Fig. 1: metal layers overlaid
(2 px per um) Only two layers are drawn.
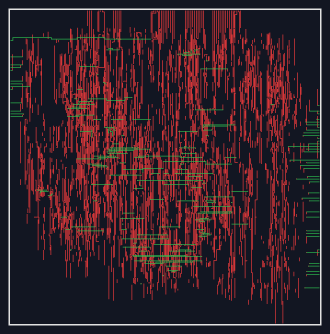
Fig. 2: I/O nets highlighted
(2 px per um)
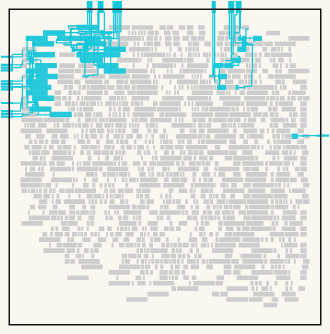
===== src/rtl/fp_pkg.sv =====
// fp_pkg: shared IEEE-754 single-precision fields, exception codes and types (ROUND state only with FPMUL_RNE_EN)
package fp_pkg;
    localparam int MANT_W = 23;
    localparam int EXP_W = 8;
    localparam int BIAS = 127;
    localparam logic [1:0] EXC_NONE = 2'b00;
    localparam logic [1:0] EXC_UNDER = 2'b01;
    localparam logic [1:0] EXC_OVER = 2'b10;
    localparam logic [1:0] EXC_NAN = 2'b11;
    localparam logic [31:0] QNAN = 32'h7FC0_0000;
    typedef enum logic [1:0] {ZERO, NORMAL, INF, NAN} op_class_t;
    typedef enum logic [2:0] {
        IDLE,
        MUL,
        NORM,
`ifdef FPMUL_RNE_EN
        ROUND,
`endif
        FIN
    } state_t;
endpackage


===== src/rtl/fp_operand_classify.sv =====
// fp_operand_classify: split one single-precision operand into sign/exponent/fraction and class
module fp_operand_classify
    import fp_pkg::*;
(
    input  logic [MANT_W+EXP_W:0] op,
    output logic                  sign,
    output logic [EXP_W-1:0]      exp,
    output logic [MANT_W-1:0]     frac,
    output op_class_t             cls
);
    always_comb begin
        sign = op[MANT_W+EXP_W];
        exp = op[MANT_W+EXP_W-1:MANT_W];
        frac = op[MANT_W-1:0];
        cls = (exp == '0) ? ZERO : (exp != '1) ? NORMAL : (frac == '0) ? INF : NAN;
    end
endmodule


===== src/rtl/fp_multiplier_seq.sv =====
// fp_multiplier_seq: sequential shift-add IEEE-754 multiplier, truncating; FPMUL_RNE_EN adds round-to-nearest-even
module fp_multiplier_seq #(
    parameter int MANT_W = fp_pkg::MANT_W,
    parameter int EXP_W  = fp_pkg::EXP_W,
    parameter int BIAS   = fp_pkg::BIAS
) (
    input  logic                  CLOCK,
    input  logic                  RESET,
    input  logic                  START,
    input  logic [MANT_W+EXP_W:0] InputA,
    input  logic [MANT_W+EXP_W:0] InputB,
    output logic [MANT_W+EXP_W:0] AxB,
    output logic                  DONE,
    output logic                  BUSY,
    output logic [1:0]            Exception
);
    import fp_pkg::*;
    localparam int MW = MANT_W + 1;
    localparam int PW = 2 * MW;
    localparam int XW = EXP_W + 2;
    localparam int EMAX = (1 << EXP_W) - 1;
    localparam int CW = $clog2(MW);
    logic                   sa, sb;
    logic [EXP_W-1:0]       ea, eb;
    logic [MANT_W-1:0]      fa, fb;
    op_class_t              ca, cb;
    state_t                 state_q, state_d;
    logic [MW-1:0]          mcand_q, mcand_d, mplier_q, mplier_d;
    logic [PW-1:0]          acc_q, acc_d;
    logic [CW-1:0]          cnt_q, cnt_d;
    logic signed [XW-1:0]   exp_q, exp_d;
    logic [MANT_W-1:0]      frac_q, frac_d;
    logic                   sign_q, sign_d, spec_q, spec_d;
    logic [MANT_W+EXP_W:0]  spec_res_q, spec_res_d, axb_q, axb_d;
    logic [1:0]             spec_exc_q, spec_exc_d, exc_q, exc_d;
    logic                   done_q, done_d, busy_q, busy_d;
    logic                   is_nan, is_inf, is_special, hi;
`ifdef FPMUL_RNE_EN
    logic                   guard_q, guard_d, sticky_q, sticky_d;
    logic [MANT_W:0]        rnd;
`endif
    fp_operand_classify u_cls_a (.op(InputA), .sign(sa), .exp(ea), .frac(fa), .cls(ca));
    fp_operand_classify u_cls_b (.op(InputB), .sign(sb), .exp(eb), .frac(fb), .cls(cb));
    always_comb begin
        is_nan = ca == NAN || cb == NAN || (ca == INF && cb == ZERO) || (ca == ZERO && cb == INF);
        is_inf = ca == INF || cb == INF;
        is_special = ca != NORMAL || cb != NORMAL;
        hi = acc_q[PW-1];
        state_d = state_q;
        mcand_d = mcand_q;
        mplier_d = mplier_q;
        acc_d = acc_q;
        cnt_d = cnt_q;
        exp_d = exp_q;
        frac_d = frac_q;
        sign_d = sign_q;
        spec_d = spec_q;
        spec_res_d = spec_res_q;
        spec_exc_d = spec_exc_q;
        axb_d = axb_q;
        exc_d = exc_q;
        done_d = 1'b0;
        busy_d = state_q != IDLE || START;
`ifdef FPMUL_RNE_EN
        guard_d = guard_q;
        sticky_d = sticky_q;
        rnd = {1'b0, frac_q} + {{MANT_W{1'b0}}, guard_q & (sticky_q | frac_q[0])};
`endif
        case (state_q)
            IDLE: if (START) begin
                sign_d = sa ^ sb;
                mcand_d = {1'b1, fa};
                mplier_d = {1'b1, fb};
                acc_d = '0;
                cnt_d = '0;
                exp_d = XW'(ea) + XW'(eb) - XW'(BIAS);
                spec_d = is_special;
                spec_res_d = is_nan ? QNAN : is_inf ? {sa ^ sb, {EXP_W{1'b1}}, {MANT_W{1'b0}}}
                                                    : {sa ^ sb, {(EXP_W+MANT_W){1'b0}}};
                spec_exc_d = is_nan ? EXC_NAN : is_inf ? EXC_OVER : EXC_NONE;
                state_d = is_special ? FIN : MUL;
            end
            MUL: begin
                acc_d = mplier_q[0] ? acc_q + (PW'(mcand_q) << cnt_q) : acc_q;
                mplier_d = mplier_q >> 1;
                cnt_d = cnt_q + 1'b1;
                state_d = (cnt_q == CW'(MW - 1)) ? NORM : MUL;
            end
            NORM: begin
                frac_d = hi ? acc_q[PW-2 -: MANT_W] : acc_q[PW-3 -: MANT_W];
                exp_d = exp_q + XW'(hi);
`ifdef FPMUL_RNE_EN
                guard_d = hi ? acc_q[PW-2-MANT_W] : acc_q[PW-3-MANT_W];
                sticky_d = hi ? |acc_q[PW-3-MANT_W:0] : |acc_q[PW-4-MANT_W:0];
                state_d = ROUND;
`else
                state_d = FIN;
`endif
            end
`ifdef FPMUL_RNE_EN
            // a carry out leaves the fraction bits all zero, so only the exponent needs bumping
            ROUND: begin
                frac_d = rnd[MANT_W-1:0];
                exp_d = exp_q + XW'(rnd[MANT_W]);
                state_d = FIN;
            end
`endif
            FIN: begin
                axb_d = spec_q ? spec_res_q
                      : exp_q >= $signed(XW'(EMAX)) ? {sign_q, {EXP_W{1'b1}}, {MANT_W{1'b0}}}
                      : exp_q <= 0 ? {sign_q, {(EXP_W+MANT_W){1'b0}}}
                      : {sign_q, exp_q[EXP_W-1:0], frac_q};
                exc_d = spec_q ? spec_exc_q : exp_q >= $signed(XW'(EMAX)) ? EXC_OVER
                      : exp_q <= 0 ? EXC_UNDER : EXC_NONE;
                done_d = 1'b1;
                state_d = IDLE;
            end
            default: state_d = IDLE;
        endcase
    end
    always_ff @(posedge CLOCK) begin
        if (RESET) begin
            state_q <= IDLE;
            axb_q <= '0;
            exc_q <= EXC_NONE;
            done_q <= 1'b0;
            busy_q <= 1'b0;
        end else begin
            state_q <= state_d;
            axb_q <= axb_d;
            exc_q <= exc_d;
            done_q <= done_d;
            busy_q <= busy_d;
        end
    end
    always_ff @(posedge CLOCK) begin
        mcand_q <= mcand_d;
        mplier_q <= mplier_d;
        acc_q <= acc_d;
        cnt_q <= cnt_d;
        exp_q <= exp_d;
        frac_q <= frac_d;
        sign_q <= sign_d;
        spec_q <= spec_d;
        spec_res_q <= spec_res_d;
        spec_exc_q <= spec_exc_d;
`ifdef FPMUL_RNE_EN
        guard_q <= guard_d;
        sticky_q <= sticky_d;
`endif
    end
    assign AxB = axb_q;
    assign Exception = exc_q;
    assign DONE = done_q;
    assign BUSY = busy_q;
endmodule


===== config.mk =====
export PLATFORM = sky130hd
export DESIGN_NAME = fp_multiplier_seq
export DESIGN_NICKNAME = d
export VERILOG_FILES = /design/src/rtl/fp_pkg.sv /design/src/rtl/fp_operand_classify.sv /design/src/rtl/fp_multiplier_seq.sv
export SDC_FILE = /design/constraint.sdc
export NUM_CORES = 1
export LEC_CHECK = 0
export CAP_MARGIN = 15
export CORE_AREA = 5 5 150 152
export CTS_BUF_LIST = sky130_fd_sc_hd__clkbuf_16
export DETAILED_ROUTE_END_ITERATION = 7
export DIE_AREA = 0 0 155 157
export PLACE_DENSITY = 0.77
export SLEW_MARGIN = 25
export SYNTH_ARGS = -nofsm -noshare
export SYNTH_HDL_FRONTEND = slang
export SYNTH_SLANG_ARGS = --single-unit

===== constraint.sdc =====
create_clock -name CLOCK -period 12.65 [get_ports CLOCK]
set_clock_uncertainty 0.15 [all_clocks]
set_input_delay 2.53 -clock CLOCK [delete_from_list [all_inputs] [get_ports CLOCK]]
set_output_delay 2.53 -clock CLOCK [all_outputs]
set_load 0.05 [all_outputs]

==> results.txt <==
run results: Final Setup Violations=0, max FFs per register=48, share of layout cells above drive strength 1=under 10%, placed insts=1526, fin crit period=between 4 and 5 ns, CP max stage cell=edfxtp_1, Placeable Area=0.02089 sq mm, RSZ-0062 raised after global routing=no, CP Launch Point=cnt_q[1]$_SDFFCE_PN0P_, total negative slack=0 ns, DP HPWL=between 20000 and 25000 um, status=finished clean, Max Fanout on Critical Path=20, Largest Pwr Group=sequential cells, cts hold-fix bufs=0, Placed Area=between 0.01 and 0.015 sq mm, worst hold path depth=2, cell type with the largest total area=edfxtp_1, fin area=0.01326 sq mm, first-pass GRT wire length=approximately 44000 um, Hold Crit Endpoint=AxB[3]$_SDFFE_PP0P_, Seq share, synth=a little over two fifths, Clk pwr share=26.0%, r2r setup slk=7.67 ns, Syn-to-layout area delta=14.57%, worst setup path category=reg2reg, Iter 0 DRT Violations=a little under 800, YS chip area=0.01157 sq mm, Clk power=0.520 mW, die area=roughly 0.024 sq mm, async set-or-reset flop fraction in the synthesized netlist=0%, Post-synth EDFFs=between 100 and 150, crit path capture=acc_q[44]$_SDFFCE_PN0P_, synthesized instance count=approximately 1200, worst hold path type=reg2reg, Net Switching=about 0.72 mW, Achievable Freq=between 0.2 and 0.25 GHz, Dominant cell area share=between 30 and 40%, cell with the most instances after synthesis=nand2_1, hold_sp=AxB[3]$_SDFFE_PP0P_, sequential power share=between 30% and 40%, final design utilization=63.46%, CTS tree=built
About Fig. 1:
layer	color	wire length
metal 3	green	1400 um
metal 2	red	13200 um
gr usage total: 22.02%
DR WL/cell: 17.51 um
DR vias: 9237

About Fig. 2:
port	color	bits	direction	end cells	buffers	wire
InputA	cyan	32	input	42	32	1110 um
IO buf count: 102
IO Pins: 103

cells in the final DEF (no fill, tap or decap), types with 15 or more instances in the layout:
master	n
nand2_1	172
edfxtp_1	138
clkdlybuf4s50_1	102
a21oi_1	99
nor2_1	95
ha_1	66
o21ai_0	61
nand3_1	46
dfxtp_1	38
mux2_2	37
mux2i_1	33
inv_1	31
xnor2_1	29
nor3_1	27
a21o_1	26
nand4_1	18
clkbuf_16	18
xor2_1	17
o22ai_1	16
and2_1	15
nor4_1	15
critical path, delay by kind of cell, from the launching register on:
family          cells  cell delay, ns
buf+inv             1            0.25
simple gates        2            0.24
compound gates     10            2.36
flops               1            0.85
fa+ha+maj           1            0.45
mux                 2            0.41
final cells by class:
type / count / area [sq um]
clock buffer: 18 / 450.4
clock inverter: 14 / 116.4
fill: 1774 / 7634
inverter: 33 / 123.9
multi-input combinational: 928 / 6167
sequential: 176 / 4905
tap: 275 / 344.1
timing repair buffer: 116 / 1149
cell families after synthesis:
| group | count (synthesis) | synth area share, % |
|---|---|---|
| muxes | 80 | 8.403 |
| DFF | 176 | 42.39 |
| buffers and inverters | 103 | 4.369 |
| AOI/OAI and AO/OA | 289 | 15.96 |
| xor gates and xnor gates | 46 | 3.482 |
| adders and majority gates | 68 | 7.484 |
| and+or+nand+nor | 445 | 17.91 |
metal layers:
metal | GRT usage, % | share of wire (%) | vias up
met5 | 0 | 0 | -
met4 | 5.761 | 1.4 | 0
met3 | 3.024 | 5.1 | 33
met2 | 36.82 | 48 | 289
met1 | 30.40 | 45 | 4326
li1 | - | - | 4589
Power figures rest on the tool's default switching activity, not on a simulated workload.
